[src/rtl/muldiv_pkg.sv]
// Shared constants for the multiply/divide unit: op encodings, FSM states, default width.
package muldiv_pkg;

  localparam int MULDIV_WIDTH = 32;

  localparam logic [1:0] MULDIV_MULTU = 2'b00;
  localparam logic [1:0] MULDIV_MULT  = 2'b01;
  localparam logic [1:0] MULDIV_DIVU  = 2'b10;
  localparam logic [1:0] MULDIV_DIV   = 2'b11;

  typedef enum logic [1:0] {
    ST_IDLE = 2'd0,
    ST_RUN  = 2'd1,
    ST_FIX  = 2'd2
  } muldiv_state_e;

endpackage

[src/rtl/muldiv_sign_fix.sv]
// Signed-operation helper: absolute values on entry, result negation on exit.
// The module only exists when MULDIV_SIGNED_EN is defined.
`ifdef MULDIV_SIGNED_EN
module muldiv_sign_fix
  import muldiv_pkg::*;
#(
  parameter int WIDTH = MULDIV_WIDTH
) (
  input  logic             signed_op,
  input  logic [WIDTH-1:0] s1,
  input  logic [WIDTH-1:0] s2,
  output logic [WIDTH-1:0] abs1,
  output logic [WIDTH-1:0] abs2,
  input  logic             is_div,
  input  logic             div_zero,
  input  logic             a_neg,
  input  logic             b_neg,
  input  logic [WIDTH-1:0] res_hi,
  input  logic [WIDTH-1:0] res_lo,
  output logic [WIDTH-1:0] fix_hi,
  output logic [WIDTH-1:0] fix_lo
);

  logic [2*WIDTH-1:0] prod;
  logic [2*WIDTH-1:0] prod_neg;

  assign abs1     = (signed_op && s1[WIDTH-1]) ? -s1 : s1;
  assign abs2     = (signed_op && s2[WIDTH-1]) ? -s2 : s2;
  assign prod     = {res_hi, res_lo};
  assign prod_neg = -prod;

  // Remainder follows the dividend's sign; a zero divisor leaves the raw result untouched.
  always_comb begin
    fix_hi = res_hi;
    fix_lo = res_lo;
    if (!is_div) begin
      if (a_neg ^ b_neg) {fix_hi, fix_lo} = prod_neg;
    end else if (!div_zero) begin
      if (a_neg ^ b_neg) fix_lo = -res_lo;
      if (a_neg)         fix_hi = -res_hi;
    end
  end

endmodule
`endif

[src/rtl/muldiv_unit.sv]
// Iterative radix-2 multiply / restoring divide unit owning the HI/LO pair.
// MULDIV_SIGNED_EN enables signed MULT/DIV via muldiv_sign_fix; otherwise all ops are unsigned.
module muldiv_unit
  import muldiv_pkg::*;
#(
  parameter int WIDTH = MULDIV_WIDTH
) (
  input  logic             clk,
  input  logic             rst_n,
  input  logic             start,
  input  logic [1:0]       op,
  input  logic [WIDTH-1:0] in_s1,
  input  logic [WIDTH-1:0] in_s2,
  input  logic             flush,
  input  logic             hi_we,
  input  logic             lo_we,
  input  logic [WIDTH-1:0] wdata,
  output logic             busy,
  output logic             done,
  output logic             div_by_zero,
  output logic [WIDTH-1:0] hi,
  output logic [WIDTH-1:0] lo,
  output logic [1:0]       dbg_state
);

  localparam int CW = $clog2(WIDTH) + 1;

  // Handshake: a request is taken on a rising edge where start && !busy && !flush;
  // done pulses for one cycle with busy low, and a new start in that cycle is taken.
  muldiv_state_e    state;
  logic [CW-1:0]    cnt;
  logic [WIDTH-1:0] acc_hi, acc_lo, opb;
  logic             is_div, b_zero;
  logic             accept;
  logic [WIDTH-1:0] abs1, abs2, fix_hi, fix_lo;
  logic [WIDTH-1:0] hi_n, lo_n;
  logic [WIDTH:0]   add_sum, trial;

  assign busy      = (state != ST_IDLE);
  assign accept    = start && !busy && !flush;
  assign dbg_state = state;

`ifdef MULDIV_SIGNED_EN
  logic a_neg, b_neg;

  muldiv_sign_fix #(.WIDTH(WIDTH)) u_sign_fix (
    .signed_op (op[0]),
    .s1        (in_s1),
    .s2        (in_s2),
    .abs1      (abs1),
    .abs2      (abs2),
    .is_div    (is_div),
    .div_zero  (b_zero),
    .a_neg     (a_neg),
    .b_neg     (b_neg),
    .res_hi    (acc_hi),
    .res_lo    (acc_lo),
    .fix_hi    (fix_hi),
    .fix_lo    (fix_lo)
  );

  always_ff @(posedge clk or negedge rst_n) begin
    if (!rst_n) begin
      a_neg <= 1'b0;
      b_neg <= 1'b0;
    end else if (accept) begin
      a_neg <= op[0] && in_s1[WIDTH-1];
      b_neg <= op[0] && in_s2[WIDTH-1];
    end
  end
`else
  logic unused_op0;
  assign unused_op0 = op[0];
  assign abs1       = in_s1;
  assign abs2       = in_s2;
  assign fix_hi     = acc_hi;
  assign fix_lo     = acc_lo;
`endif

  assign add_sum = {1'b0, acc_hi} + {1'b0, opb};
  assign trial   = {acc_hi, acc_lo[WIDTH-1]} - {1'b0, opb};

  // One step: shift-add for multiply, shift-subtract-restore for divide.
  always_comb begin
    hi_n = acc_hi;
    lo_n = acc_lo;
    if (!is_div) begin
      if (acc_lo[0]) begin
        hi_n = add_sum[WIDTH:1];
        lo_n = {add_sum[0], acc_lo[WIDTH-1:1]};
      end else begin
        hi_n = {1'b0, acc_hi[WIDTH-1:1]};
        lo_n = {acc_hi[0], acc_lo[WIDTH-1:1]};
      end
    end else begin
      if (!trial[WIDTH]) begin
        hi_n = trial[WIDTH-1:0];
        lo_n = {acc_lo[WIDTH-2:0], 1'b1};
      end else begin
        hi_n = {acc_hi[WIDTH-2:0], acc_lo[WIDTH-1]};
        lo_n = {acc_lo[WIDTH-2:0], 1'b0};
      end
    end
  end

  always_ff @(posedge clk or negedge rst_n) begin
    if (!rst_n) begin
      state       <= ST_IDLE;
      cnt         <= '0;
      acc_hi      <= '0;
      acc_lo      <= '0;
      opb         <= '0;
      is_div      <= 1'b0;
      b_zero      <= 1'b0;
      hi          <= '0;
      lo          <= '0;
      done        <= 1'b0;
      div_by_zero <= 1'b0;
    end else begin
      done <= 1'b0;
      if (hi_we && !busy) hi <= wdata;
      if (lo_we && !busy) lo <= wdata;
      case (state)
        ST_IDLE: begin
          if (accept) begin
            state       <= ST_RUN;
            cnt         <= CW'(WIDTH);
            acc_hi      <= '0;
            acc_lo      <= abs1;
            opb         <= abs2;
            is_div      <= op[1];
            b_zero      <= (in_s2 == '0);
            div_by_zero <= 1'b0;
          end
        end
        ST_RUN: begin
          if (flush) begin
            state <= ST_IDLE;
          end else begin
            acc_hi <= hi_n;
            acc_lo <= lo_n;
            cnt    <= cnt - CW'(1);
            if (cnt == CW'(1)) state <= ST_FIX;
          end
        end
        ST_FIX: begin
          state <= ST_IDLE;
          if (!flush) begin
            hi          <= fix_hi;
            lo          <= fix_lo;
            done        <= 1'b1;
            div_by_zero <= is_div && b_zero;
          end
        end
        default: state <= ST_IDLE;
      endcase
    end
  end

endmodule
[config.mk]
export PLATFORM = sky130hd
export DESIGN_NAME = muldiv_unit
export DESIGN_NICKNAME = d
export VERILOG_FILES = /design/src/rtl/muldiv_pkg.sv /design/src/rtl/muldiv_sign_fix.sv /design/src/rtl/muldiv_unit.sv
export SDC_FILE = /design/constraint.sdc
export NUM_CORES = 1
export LEC_CHECK = 0
export CAP_MARGIN = 20
export CORE_UTILIZATION = 30
export DETAILED_ROUTE_END_ITERATION = 16
export GPL_TIMING_DRIVEN = 1
export SLEW_MARGIN = 10
export SYNTH_ARGS = -nofsm -noshare
export SYNTH_HDL_FRONTEND = slang
export SYNTH_HIERARCHICAL = 1
export SYNTH_SLANG_ARGS = --single-unit
export TNS_END_PERCENT = 50
[constraint.sdc]
create_clock -name clk -period 4.08 [get_ports clk]
set_clock_uncertainty 0.2 [all_clocks]
set_input_delay 0.816 -clock clk [delete_from_list [all_inputs] [get_ports clk]]
set_output_delay 0.816 -clock clk [all_outputs]
set_load 0.01 [all_outputs]
Figure 1. Clock wires, drivers and flops.
Scale: 3 px per um.
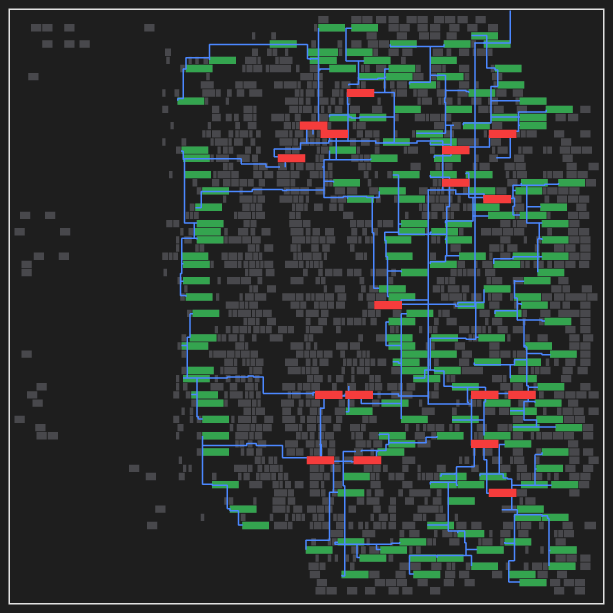
legend:
  green:
    item: flip-flops
    count: 172
  red:
    item: clock-net drivers
    count: 17
  blue:
    item: clock wires
    length: 2,410 um
routed clock nets: 18

Figure 2. Placement by cell class.
Scale: 2 px per um. Fill, decap, tap and diode cells in gray.
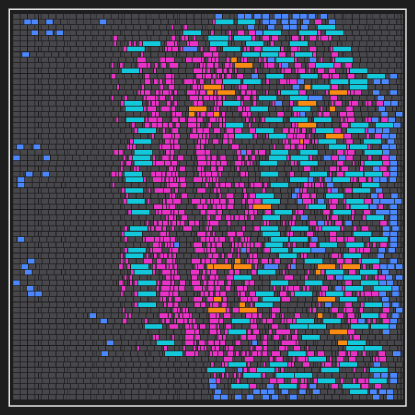
legend:
  blue:
    class: remaining buffers and delay cells
    cells: 188
    share_of_their_area: 14%
  cyan:
    class: sequential cells
    cells: 172
    share_of_their_area: 31%
  orange:
    class: clock drivers and dummy loads
    cells: 31
    share_of_their_area: 4.0%
  magenta:
    class: remaining logic cells
    cells: 1,048
    share_of_their_area: 51%
final design area excluding fillers: 14,300 sq um
flop share of the area: 30.1%

==> deck_impl_summary.md <==
Key Metrics from the Run

Layout
  – Number of nets at the end of the flow: between 1,500 and 2,000
  – Area overhead of the layout relative to synthesis: 24.8%
  – Number of standard cells in the final layout excluding fillers: 1,950
  – Number of logic gates: a little under 1,000
  – Inverter count: 54

Drt
  – Remaining antenna violation count after routing: 0
  – Count of vias placed by the detailed router: 10,143
  – DR WL/cell: 17.9 um
  – Ratio of routed vias to standard cells: 5.20
  – Pre-antenna DRT Iters: 5
  – Total met3 wirelength after detailed routing: just over 2 mm

Logic synthesis
  – Most used standard cells in the synthesized netlist: sky130_fd_sc_hd__dfrtp_1, sky130_fd_sc_hd__nand2_1, sky130_fd_sc_hd__o21ai_0
  – Most area-hungry cell type in the Yosys netlist: sky130_fd_sc_hd__dfrtp_1
  – Avg Inst Size Synth: roughly 8.9 sq um
  – Top non-seq family: AND-OR/OR-AND gates
  – Fraction of synthesis flops using an asynchronous set or reset pin: 100%
  – Compound-cell area share of the yosys netlist: around 22%
  – Number of cell instances after yosys synthesis: 1,292
  – Netlist Area Pre-Place: about 11,000 sq um

Worst setup path
  – Kind of capture point of the worst setup path: register
  – Critical Setup Path Class: register to register
  – Max stage delay cell, worst path: sky130_fd_sc_hd__dfrtp_1
  – Dominant delay contributor by cell family on the critical path: AND-OR/OR-AND gates

Floorplanning
  – Die H: around 200 um
  – I/O pins: 173
  – Placement row count: 71

Placement
  – Instance area after placement: 13,800 sq um

Job
  – Max-cap viol count: 0
  – Stage-log warning count: 30

Timing
  – Min setup slack post-route: 0.276 ns

Run status
  – Run status: finished clean

CTS
  – Count of H-tree levels built during CTS: 4
  – Post-CTS setup-driven buffer insertion count: 0
  – Post-cts repair resize count: 0
  – TritonCTS clock tree: done

Pwr
  – Switching part of the total: between 40% and 50%
  – Fraction of power consumed by combinational cells: 56.9%
  – Clock power frac: 15.0%

Global routing
  – Initial antenna violation count: 0
  – First-pass GRT wire length: 55.2 mm
  – Global-route met2 utilization: 26.9%
  – GRT Total Usage: 18.0%
Figure 3. Met2 routing.
Scale: 2 px per um. Cells faint in the background.
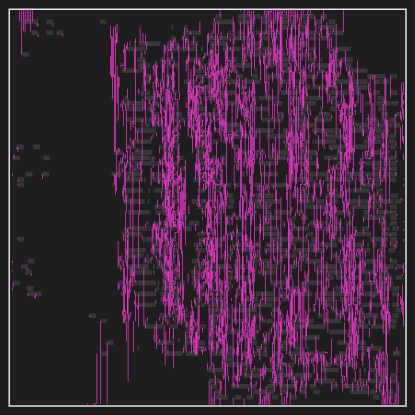
wire length on this layer: 14,700 um
nets with wire on the layer: 1,267
main direction: vertical
longest straight run: 61.2 um

[final timing paths]
path                             startpoint     endpoint  slack (ns)  cells past startpoint
worst min-delay path                  rst_n        hi[5]        0.16                      1
max in group asynchronous             rst_n   acc_hi[11]        2.71                      2
worst min register to register  div_by_zero  div_by_zero        0.30                      1
min in group clk                div_by_zero  div_by_zero        0.30                      1
worst max register to register    acc_hi[0]   acc_hi[10]        0.28                     13
worst max-delay path              acc_hi[0]   acc_hi[10]        0.28                     13
[state kept, by name, summed over array words and instances, names as in the netlist, 2 cells and up]
| register | flops |
|---|---|
| lo | 32 |
| cnt | 6 |
| opb | 32 |
| acc_hi | 32 |
| acc_lo | 32 |
| dbg_state | 2 |
| hi | 32 |
Power is estimated from default activity; no workload was simulated.
